### The metal 1 layer, run 1

Supply wires on this layer in grey.
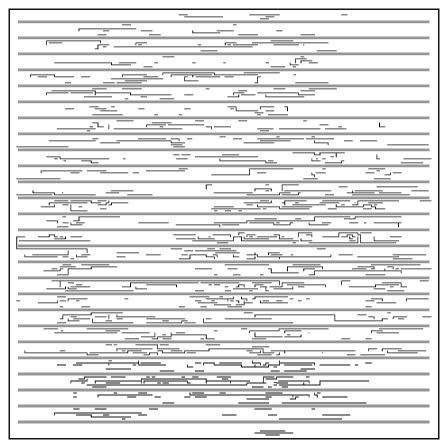
### Metal 2, run 1

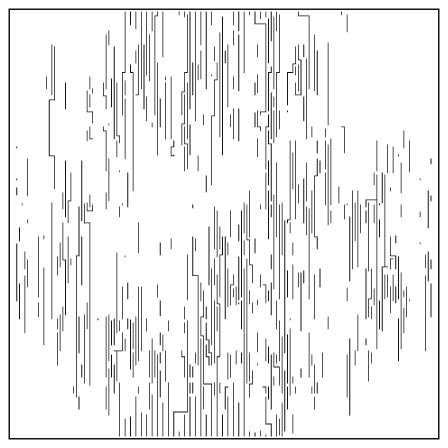
### Metal 3, run 1

The bar under the picture is 20 um long. Cells faint in the background.
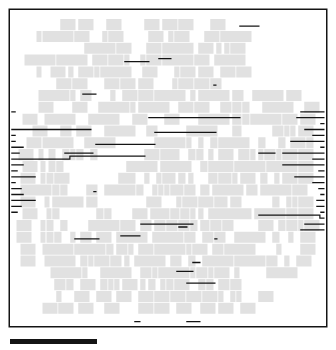
`config.mk`:
```
export PLATFORM = sky130hd
export DESIGN_NAME = ram8_arbiter
export DESIGN_NICKNAME = d
export VERILOG_FILES = /design/src/rtl/ram8_arb_pkg.sv /design/src/rtl/ram8_arbiter.sv
export SDC_FILE = /design/constraint.sdc
export NUM_CORES = 1
export LEC_CHECK = 0
export CAP_MARGIN = 25
export CORE_UTILIZATION = 41
export CTS_BUF_LIST = sky130_fd_sc_hd__clkbuf_4
export DETAILED_ROUTE_END_ITERATION = 10
export PLACE_DENSITY = 0.91
export SLEW_MARGIN = 20
export SYNTH_ARGS = -nofsm -noshare
export SYNTH_HDL_FRONTEND = slang
export SYNTH_SLANG_ARGS = --single-unit
export TNS_END_PERCENT = 30
```
`constraint.sdc`:
```
create_clock -name clk -period 1.98 [get_ports clk]
set_input_delay 0.198 -clock clk [delete_from_list [all_inputs] [get_ports clk]]
set_output_delay 0.198 -clock clk [all_outputs]
set_load 0.01 [all_outputs]
```
`src/rtl/ram8_arb_pkg.sv`:
```
// Shared types for the ram8 arbiter: FSM states, grant owner and the
// width of the video starvation counter.
package ram8_arb_pkg;

    typedef enum logic [1:0] {
        ST_IDLE   = 2'd0,
        ST_ACCESS = 2'd1,
        ST_ACK    = 2'd2
    } state_t;

    typedef enum logic [1:0] {
        GNT_NONE = 2'd0,
        GNT_CPU  = 2'd1,
        GNT_VID  = 2'd2
    } grant_t;

    localparam int STREAK_W = 4;

endpackage

```
`src/rtl/ram8_arbiter.sv`:
```
// Shares one single-port RAM between a read/write CPU port and a read-only
// video port; every access is a fixed IDLE -> ACCESS -> ACK transaction.
module ram8_arbiter
    import ram8_arb_pkg::*;
#(
    parameter int ADDR_W  = 15,
    parameter int DATA_W  = 8,
    parameter int VID_MAX = 4
) (
    input  logic              clk,
    input  logic              reset,
    input  logic              cpu_req,
    input  logic              cpu_wr,
    input  logic [ADDR_W-1:0] cpu_addr,
    input  logic [DATA_W-1:0] cpu_wdata,
    output logic              cpu_ack,
    output logic [DATA_W-1:0] cpu_rdata,
    input  logic              vid_req,
    input  logic [ADDR_W-1:0] vid_addr,
    output logic              vid_ack,
    output logic [DATA_W-1:0] vid_rdata,
    output logic              ram_en,
    output logic              ram_wr,
    output logic [ADDR_W-1:0] ram_addr,
    output logic [DATA_W-1:0] ram_din,
    input  logic [DATA_W-1:0] ram_dout
);

    state_t                r_state, r_state_next;
    grant_t                r_grant, r_grant_next;
    logic [STREAK_W-1:0]   r_vid_streak, r_vid_streak_next;
    logic                  r_cpu_ack, r_cpu_ack_next;
    logic                  r_vid_ack, r_vid_ack_next;
    logic [DATA_W-1:0]     r_cpu_rdata, r_cpu_rdata_next;
    logic [DATA_W-1:0]     r_vid_rdata, r_vid_rdata_next;
    logic                  r_ram_en, r_ram_en_next;
    logic                  r_ram_wr, r_ram_wr_next;
    logic [ADDR_W-1:0]     r_ram_addr, r_ram_addr_next;
    logic [DATA_W-1:0]     r_ram_din, r_ram_din_next;
    grant_t                w_pick;

    // Video wins unless it has already taken VID_MAX grants in a row while
    // the CPU was waiting.
    function automatic grant_t arbitrate(input logic cpu, input logic vid,
                                         input logic [STREAK_W-1:0] streak);
        grant_t g;
        g = GNT_NONE;
        if (vid && !(cpu && streak == STREAK_W'(VID_MAX))) begin
            g = GNT_VID;
        end else if (cpu) begin
            g = GNT_CPU;
        end
        return g;
    endfunction

    assign w_pick = arbitrate(cpu_req, vid_req, r_vid_streak);

    always_comb begin
        r_state_next      = r_state;
        r_grant_next      = r_grant;
        r_vid_streak_next = r_vid_streak;
        r_cpu_ack_next    = 1'b0;
        r_vid_ack_next    = 1'b0;
        r_cpu_rdata_next  = r_cpu_rdata;
        r_vid_rdata_next  = r_vid_rdata;
        r_ram_en_next     = r_ram_en;
        r_ram_wr_next     = r_ram_wr;
        r_ram_addr_next   = r_ram_addr;
        r_ram_din_next    = r_ram_din;
        case (r_state)
            ST_IDLE: begin
                if (w_pick == GNT_CPU) begin
                    r_grant_next      = GNT_CPU;
                    r_state_next      = ST_ACCESS;
                    r_ram_en_next     = 1'b1;
                    r_ram_wr_next     = cpu_wr;
                    r_ram_addr_next   = cpu_addr;
                    r_ram_din_next    = cpu_wdata;
                    r_vid_streak_next = '0;
                end else if (w_pick == GNT_VID) begin
                    r_grant_next    = GNT_VID;
                    r_state_next    = ST_ACCESS;
                    r_ram_en_next   = 1'b1;
                    r_ram_wr_next   = 1'b0;
                    r_ram_addr_next = vid_addr;
                    if (!cpu_req) begin
                        r_vid_streak_next = '0;
                    end else if (r_vid_streak < STREAK_W'(VID_MAX)) begin
                        r_vid_streak_next = r_vid_streak + 1'b1;
                    end
                end
            end
            ST_ACCESS: begin
                if (r_grant == GNT_CPU) begin
                    r_cpu_ack_next = 1'b1;
                    if (!r_ram_wr) begin
                        r_cpu_rdata_next = ram_dout;
                    end
                end else if (r_grant == GNT_VID) begin
                    r_vid_ack_next   = 1'b1;
                    r_vid_rdata_next = ram_dout;
                end
                r_ram_en_next = 1'b0;
                r_ram_wr_next = 1'b0;
                r_state_next  = ST_ACK;
            end
            ST_ACK: begin
                // Requests may still show the finished access here, so no arbitration.
                r_grant_next = GNT_NONE;
                r_state_next = ST_IDLE;
            end
            default: begin
                r_grant_next = GNT_NONE;
                r_state_next = ST_IDLE;
            end
        endcase
    end

    always_ff @(posedge clk) begin
        if (reset) begin
            r_state      <= ST_IDLE;
            r_grant      <= GNT_NONE;
            r_vid_streak <= '0;
            r_cpu_ack    <= 1'b0;
            r_vid_ack    <= 1'b0;
            r_cpu_rdata  <= '0;
            r_vid_rdata  <= '0;
            r_ram_en     <= 1'b0;
            r_ram_wr     <= 1'b0;
            r_ram_addr   <= '0;
            r_ram_din    <= '0;
        end else begin
            r_state      <= r_state_next;
            r_grant      <= r_grant_next;
            r_vid_streak <= r_vid_streak_next;
            r_cpu_ack    <= r_cpu_ack_next;
            r_vid_ack    <= r_vid_ack_next;
            r_cpu_rdata  <= r_cpu_rdata_next;
            r_vid_rdata  <= r_vid_rdata_next;
            r_ram_en     <= r_ram_en_next;
            r_ram_wr     <= r_ram_wr_next;
            r_ram_addr   <= r_ram_addr_next;
            r_ram_din    <= r_ram_din_next;
        end
    end

    assign cpu_ack   = r_cpu_ack;
    assign vid_ack   = r_vid_ack;
    assign cpu_rdata = r_cpu_rdata;
    assign vid_rdata = r_vid_rdata;
    assign ram_en    = r_ram_en;
    assign ram_wr    = r_ram_wr;
    assign ram_addr  = r_ram_addr;
    assign ram_din   = r_ram_din;

endmodule

```
==> notes.md, run 1 <==
Results of the run.

The number of instances on the worst hold path is 2. After clock tree synthesis, the flow added hold-fix buffers numbering 0. The worst slew slack as a fraction of its limit is 57.6%. The final setup TNS is 0 ns. The data required time of the critical path is 2.27 ns.

The initial antenna violation count is 0. For reference, simple AND, OR, NAND and NOR cells occupy 16.8% of the area reported after synthesis. The final timing report lists a hold violation count of 0. Net switching is roughly a quarter of the power.

The biggest slice of the area belongs to registers. The clock share of power is 21.2%. The XOR/XNOR share of the synthesized area is 0%. The number of fillers in the final layout is approximately 420. met2 is the most crowded layer. The total standard cell area after synthesis is between 0.002 and 0.0025 mm2.

Averaged over all synthesized cells, the footprint is between 8 and 9 um2. OpenSTA lists the critical path startpoint as r_vid_streak[0]. The tool warning count for the run is 27. The clock buffer instance count of the final layout is 6.

The multi-input logic area is 928 um2. The fraction of the mapped netlist area in compound gates is a little under a fifth. For this run, the final setup violation count is recorded as 0. The maximum number of pins on one net before global-route repair is 37. Per the cell usage report, the commonest logic cells after layout are sky130_fd_sc_hd__clkdlybuf4s50_1 (92), sky130_fd_sc_hd__dfxtp_1 (51), sky130_fd_sc_hd__nor2_1 (36). Before antenna repair, the detailed router went through 4 iterations. The portion of synthesized area spent on multiplexers is 8.85%. Note that the worst hold path type here is input port to flop. Per the layout report, the design carries 5 non-clock inverters. The detailed-route wire length on metal 1 is 2140 um. The static power due to leakage is 1.14 nW. After floorplanning, the core was divided into 25 placement rows. The synthesized netlist contains 29 unique library cells. The worst setup slack after layout is ~0.19 ns. The minimum setup slack after placement is roughly 0.13 ns. 94 I/O pins were placed. The number of design rule violations left after detail routing is 0. The worst setup path endpoint is ram_din[2]. The combinational share of power is 23.2%. The highest clock rate is 0.558 GHz. In this run the register-to-register setup slack is 0.19 ns. The overall die size recorded for this design is approximately 0.0053 mm2. The synthesis report lists the most area-consuming cells as sky130_fd_sc_hd__dfxtp_1 (50%), sky130_fd_sc_hd__mux2i_1 (8.3%), sky130_fd_sc_hd__nor2_1 (6.6%), sky130_fd_sc_hd__a211oi_1 (6.2%), sky130_fd_sc_hd__a21oi_1 (6.1%). The layout report gives the multi-input gate share of total cell area as 29.8%. For this run, combinational gates with multiple inputs come to 157. Per the OpenROAD floorplan log, the height of the die is 72.7 um. Traced cell by cell, the critical path runs through inv_1 > ha_1 > nand3b_1 > a2111oi_4 > nand2_1 > a21oi_1.

In the setup report, the worst path falls into the class flop to flop. After detailed routing, no signal wire sits above met4. Cell internal power was estimated by the tool at 1.49 mW.

The flow ran to the end, and the final reports show no timing, DRC or antenna violations. The number of cells in the finished layout apart from fillers is 390. The quantity of I/O buffers inserted on ports is a little over 90. The layout report gives the register share of total cell area as 32.7%. For this run, the script counts the antenna cells in the layout as 0. The via count of the first global-routing pass is ~1900.

For this run, asynchronously set or reset flops after synthesis account for 0%. The number of maximum-capacitance violations recorded for the run is 0. The end point of the worst hold path is cpu_rdata[7]. Registers are responsible for 55.6% of the overall power.

The cell type with the largest total area after synthesis is sky130_fd_sc_hd__dfxtp_1. The critical path capture point type is a flop. The top cell type by instance count after synthesis is sky130_fd_sc_hd__dfxtp_1. Before placement the cells fill 43.1% of the core. Among all stages on the critical path, the maximum delay recorded is 0.66 ns. The buffer and inverter count on the worst path is 1.

The detailed-placement wirelength estimate is 3820 um. In the finished design the tool counted flip-flops and latches totalling 51. The sequential power reported by the tool is 1.12 mW. The register with the most flip-flops in the layout has 15 of them.

The post-synth count of flops with an enable pin is 0. The power drawn by the clock network is 428 uW. The buffer depth of the longest clock path is 2. The worst register-to-register path has a depth of 6. The yosys stat chip area is 0.00205 mm2. The worst path in the final design needs a cycle of 1.79 ns, including I/O delays and setup.

The area of placed instances is 0.00307 mm2. The fraction of layout instances using a drive strength above 1 is 7.74%. The clock reaches the later pin of the worst-skew pair after 0.36 ns. TritonCTS built the clock tree.

The power dissipated by switching net loads is 529 uW. The data arrival at the endpoint of the critical path is 2.09 ns.
About 'The metal 1 layer':
main direction: horizontal
wire length on this layer: 2140 um
Vias: 1934
final routed wirelength across all metal layers: 5100 um
met1 GRT Util: 23.7%

About 'Metal 2':
main direction: vertical
longest straight run: 29.6 um
share of all routed wire: 50%
global routing met2 resource utilization: 35.7%

About 'Metal 3':
main direction: horizontal
nets with wire on the layer: 50
wire length on this layer: 283 um
global routing usage on met3: 4.56%

==> run 1 -> run 2 <==
--- a/config.mk
+++ b/config.mk
@@ -5,11 +5,12 @@
 export SDC_FILE = /design/constraint.sdc
 export NUM_CORES = 1
 export LEC_CHECK = 0
-export CAP_MARGIN = 25
+export CAP_MARGIN = 5
 export CORE_UTILIZATION = 41
 export CTS_BUF_LIST = sky130_fd_sc_hd__clkbuf_4
 export DETAILED_ROUTE_END_ITERATION = 10
 export PLACE_DENSITY = 0.91
+export REMOVE_ABC_BUFFERS = 1
 export SLEW_MARGIN = 20
 export SYNTH_ARGS = -nofsm -noshare
 export SYNTH_HDL_FRONTEND = slang
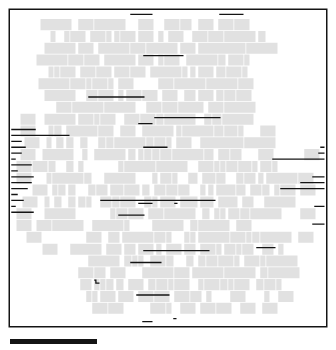
*Metal 3, run 2*
The bar under the picture is 20 um long. Cells faint in the background.
longest straight run: 26.2 um
nets with wire on the layer: 33
wire length on this layer: 217 um
global routing usage on met3: 4.28%
final routed wirelength across all metal layers: 5510 um
Vias: 1973

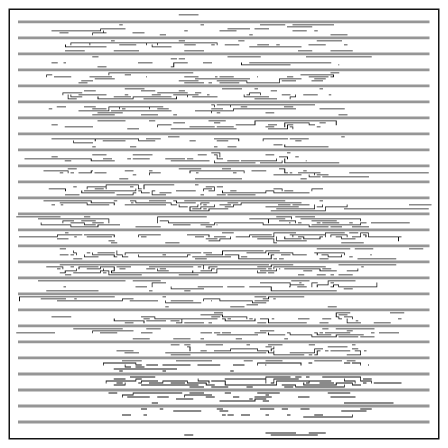
*The metal 1 layer, run 2*
Supply wires on this layer in grey.
main direction: horizontal
longest straight run: 35.4 um
wire length on this layer: 2260 um
share of all routed wire: 41%
nets with wire on the layer: 341
met1 GRT Util: 26.2%

==> notes.md, run 2 <==
Results of the run.

The worst slew slack as a fraction of its limit came to 60.3% (+2.7 points). The highest clock rate is 0.548 GHz (-1.8%). The final hold violation count came to 0 (unchanged). Per STA, the worst path is made up of inv_1 > ha_1 > nand3b_1 > a2111oi_4 > nand2_1 > a21oi_1.

The data required time of the critical path is 2.30 ns (+0.03 ns). The mean post-synth cell area is 8.99 um2 (unchanged). The power drawn by the clock network is 600 uW (+40%).

Per the cell usage report, the commonest logic cells after layout are sky130_fd_sc_hd__clkdlybuf4s50_1 (92), sky130_fd_sc_hd__dfxtp_1 (51), sky130_fd_sc_hd__nor2_1 (36). The clock share of power was 27.3% (+6.1 points). The flow ran to the end, and the final reports show no timing, DRC or antenna violations. The number of instances on the worst hold path is 2 (unchanged). The clock latency on the worst-skew pair is 0.38 ns (+0.02 ns). The number of design rule violations left after detail routing is 0 (unchanged). The maximum number of pins on one net before global-route repair came to 33 (-11%). The height of the die is 72.7 um (unchanged). The setup violation total in the final timing report was 0 (unchanged). The launch point of the critical path was reported as r_vid_streak[0].

The count of boundary I/O pins came to 94 (unchanged). The sequential share of power is 51.1% (-4.5 points). The top cell type by instance count after synthesis is sky130_fd_sc_hd__dfxtp_1. The area of placed instances is 0.00307 mm2 (-0.24%). The final antenna diode count is 0 (unchanged). The final critical delay including setup and external delays came to 1.82 ns (+0.0325 ns).

The critical path in this run is classified as flop to flop. The total standard cell area after synthesis is 0.00205 mm2 (unchanged). The worst setup slack after layout came to 0.155 ns (-0.0325 ns). The switching share of power is 26.5% (+0.28 points). The buffer and inverter count on the worst path is 1 (unchanged). The flop share of the area is 32.4% (-0.30 points). The critical path capture point type is a flop. The via count of the first global-routing pass is 1841 (-4.5%). The combinational share of power was 21.5% (-1.7 points). The most critical hold endpoint after final layout shows a slack of a little under 0.3 ns.

The combinational power reported by the tool is 473 uW. The die area was 0.00529 mm2 (unchanged). The biggest cell delay along the critical path is 0.68 ns (+0.02 ns).

The fraction of layout instances using a drive strength above 1 is 8.02% (+0.28 points). The met2 capacity usage during global routing is 37.3% (+1.6 points). The uppermost signal routing layer after detailed routing is met4. The detailed-routing iteration count for the pre-antenna-repair pass is 4 (unchanged).

The biggest area consumer among cell classes is registers. The depth of the most critical reg-to-reg path is 6 (unchanged). Per STA, the endpoint of the critical path is ram_din[7]. The proportion of cell area occupied by multi-input gates was 29.5% (-0.27 points). Dividing the final minimum period by the clock period gives 92.2%.

The number of violations of the max-capacitance limit is 0 (unchanged). The number of logic gates came to 157 (unchanged). The number of fillers in the final layout is 388 (-7.4%). The cell-internal power is 1.62 mW (+8.3%). The hold-fix buffer count after cts came to 0 (unchanged).

The detailed-route wire length on metal 1 came to 2260 um (+5.8%). The fraction of synthesized cell area taken by the top area cell type is 49.8%. The inverter tally of the final layout excluding the clock network is 5 (unchanged). The mux share of post-synthesis cell area came to 8.85% (unchanged). The end point of the worst hold path is vid_rdata[4]. The initial antenna violation count came to 0 (unchanged). The clock buffer instance count of the final layout was 5 (-1).

The number of flip-flops in the largest register is 15 (unchanged). The XOR/XNOR share of the synthesized area was 0% (unchanged). The detailed-placement wirelength estimate is 4110 um (+7.6%).

The number of rows created at floorplan is 25 (unchanged). Setup repair after global routing left no endpoint under its margin. The multi-input logic area was 928 um2 (unchanged). The distinct cell type count of the synthesized netlist is 29 (unchanged). The fraction of the mapped netlist area in compound gates is 18.4% (unchanged).

The warning total across the stage logs was 26 (-3.7%). The post-synth tally of flip-flops with integrated enable is 0 (unchanged). The final setup TNS is 0 ns (unchanged).

The global routing stage identified its most utilized layer as met2. The flop count was 51 (unchanged). The source of the worst register-to-register timing path is r_vid_streak[0]. The data arrival at the endpoint of the critical path was 2.14 ns (+0.05 ns). The post-route clock skew is between 0.004 and 0.005 ns. The async set-or-reset flop fraction in the synthesized netlist is 0% (unchanged). The effective utilization at floorplan is 43.1% (unchanged). The post-synthesis simple-gate area fraction is 16.8% (unchanged).

The minimum setup slack among reg-to-reg paths is 0.16 ns (-0.03 ns). The total sequential power is 1.12 mW (about the same). The cell type with the largest total area after synthesis is sky130_fd_sc_hd__dfxtp_1. Per the STA report, the cell with the highest stage delay on the worst path is sky130_fd_sc_hd__a2111oi_4. The minimum setup slack after placement was 0.139 ns (+0.00708 ns). The classification of the worst-slack hold path is input port to flop. The yosys stat chip area is 0.00205 mm2 (unchanged).
==> run 2 -> run 3 <==
==> constraint.sdc (replaced) <==
create_clock -name clk -period 1.95 [get_ports clk]
set_input_delay 0.195 -clock clk [delete_from_list [all_inputs] [get_ports clk]]
set_output_delay 0.195 -clock clk [all_outputs]
set_load 0.01 [all_outputs]
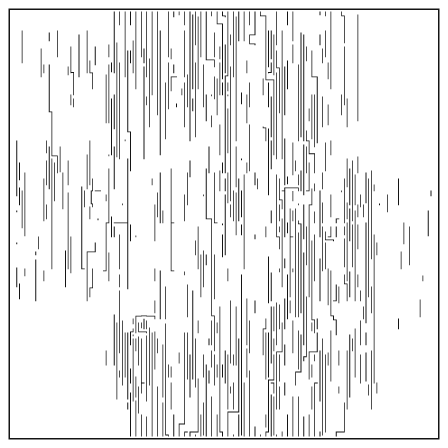
*Metal 2, run 3*
nets with wire on the layer: 327
longest straight run: 27.2 um
wire length on this layer: 2890 um
main direction: vertical
final routed wirelength across all metal layers: 5600 um
global routing met2 resource utilization: 38.5%
Vias: 2008

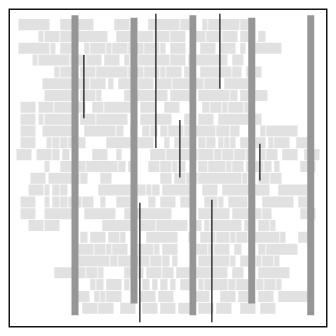
*Met4 routing, run 3*
Supply wires on this layer in grey. Cells faint in the background.
nets with wire on the layer: 7
wire length on this layer: 138 um
longest straight run: 30.6 um
main direction: vertical
share of all routed wire: 2.5%

==> notes.md, run 3 <==
Results of the run.

The post-synth tally of flip-flops with integrated enable came to 0 (unchanged). The end point of the worst hold path is ram_addr[2]. The inverter tally of the final layout excluding the clock network is 5 (unchanged). The critical path's slowest cell is sky130_fd_sc_hd__a2111oi_4.

The final critical delay including setup and external delays was 1.74 ns (-0.0847 ns). The effective utilization at floorplan is 43.1% (unchanged). The total standard cell area after synthesis is 0.00205 mm2 (unchanged). The warning total across the stage logs is 26 (unchanged). The final hold violation count is 0 (unchanged). The biggest slice of the area belongs to non-clock buffers. The clock latency on the worst-skew pair is 0.36 ns (-0.02 ns). The global-route track usage on met3 is 5.39% (+1.1 points).

The number of rows created at floorplan was 25 (unchanged). The combinational share of power is 20.7% (-0.8 points). The buffer and inverter count on the worst path was 1 (unchanged). Walking the worst path, the cells encountered are inv_1 > ha_1 > nand3b_1 > a2111oi_4 > nand2_1 > a21oi_1. The biggest cell delay along the critical path is 0.58 ns (-0.10 ns). The capture point of the critical path was reported as ram_din[0].

The die area was 0.00529 mm2 (unchanged). The flop share of the area came to 32.1% (-0.34 points). The fraction of the mapped netlist area in compound gates is 18.4% (unchanged).

By instance count, the leading cell after synthesis is sky130_fd_sc_hd__dfxtp_1. The depth of the most critical reg-to-reg path is 6 (unchanged). The count of boundary I/O pins is 94 (unchanged).

After detailed routing, no signal wire sits above met4. The launch point of the worst path is r_vid_streak[0]. The startpoint of the worst hold path is reset.

The number of instances on the worst hold path came to 2 (unchanged). The summed area of non-filler cells in the final layout is 0.00318 mm2. The hold-fix buffer count after cts is 0 (unchanged). The number of setup buffers added after CTS is 0. The met1 layer usage reported by global route is 26.1% (-0.15 points). The global routing's busiest layer is met2. The minimum setup slack after placement is 0.156 ns (+0.0168 ns). The post-synthesis simple-gate area fraction was 16.8% (unchanged). The setup violation total in the final timing report is 0 (unchanged). The height of the die is 72.7 um (unchanged). STA classifies the critical path endpoint as a flop. The final setup TNS came to 0 ns (unchanged). The cell-internal power was 1.77 mW (+9.7%). The fraction of synthesized cell area taken by the top area cell type came to 49.8% (unchanged). The flop count is 51 (unchanged). The min-delay analysis places its worst path in the category input port to flop. The source of the worst register-to-register timing path is r_vid_streak[0].

The largest power group is sequential cells. The hold slack came to 0.330 ns (+0.0424 ns). The multi-input logic area came to 928 um2 (unchanged). The analysis attributes to net switching a power of 586 uW. The post-route clock skew came to 0.00702 ns (+0.00220 ns). The clock share of power was 31.0% (+3.7 points).

The power drawn by the clock network came to 730 uW (+22%). The initial antenna violation count was 0 (unchanged). The via count of the first global-routing pass is 2012 (+9.3%).

The worst slew slack as a fraction of its limit is 64.2% (+3.9 points). The yosys stat chip area was 0.00205 mm2 (unchanged). By instance count after routing, the leading logic cell type is sky130_fd_sc_hd__clkdlybuf4s50_1.

The number of fillers in the final layout is 389 (+0.26%). Per the cell usage report, the commonest logic cells after layout are sky130_fd_sc_hd__clkdlybuf4s50_1 (92), sky130_fd_sc_hd__dfxtp_1 (51), sky130_fd_sc_hd__nor2_1 (36). The switching share of power is 24.8% (-1.6 points).

The number of instances in the synthesized netlist is 228. Setup repair after global routing left no endpoint under its margin. Of all cell types, the one taking the most synthesized area is sky130_fd_sc_hd__dfxtp_1. The sequential share of power is 48.4% (-2.7 points). The detailed-route wire length on metal 1 was 2320 um (+2.4%).

The number of violations of the max-capacitance limit was 0 (unchanged). The clock buffer instance count of the final layout is 5 (unchanged). The quantity of I/O buffers inserted on ports is between 90 and 100. The number of design rule violations left after detail routing is 0 (unchanged). The detailed-placement wirelength estimate is 4240 um (+3.1%). The mux share of post-synthesis cell area was 8.85% (unchanged).

The post-layout period usage of the worst path was 89.2% (-2.9 points). The data required time of the critical path is 2.25 ns (-0.05 ns). The highest clock rate came to 0.575 GHz (+4.9%). The distinct cell type count of the synthesized netlist came to 29 (unchanged). The mean post-synth cell area is 8.99 um2 (unchanged).

The minimum setup slack among reg-to-reg paths is 0.21 ns (+0.05 ns). The async set-or-reset flop fraction in the synthesized netlist is 0% (unchanged). In the final routed layout, each cell accounts on average for 14.2 um.

The fraction of layout instances using a drive strength above 1 is 8.87% (+0.84 points). The XOR/XNOR share of the synthesized area is 0% (unchanged). The number of flip-flops in the largest register is 15 (unchanged). The run finished with clean final reports. The number of logic gates is 157 (unchanged). The data arrival at the endpoint of the critical path came to 2.04 ns (-0.10 ns). The area of placed instances is 0.00308 mm2 (+0.33%). The total sequential power is 1.14 mW (about the same). The worst setup slack after layout was 0.210 ns (+0.0547 ns).

The maximum number of pins on one net before global-route repair is 26 (-21%).
Power figures rest on the tool's default switching activity, not on a simulated workload.
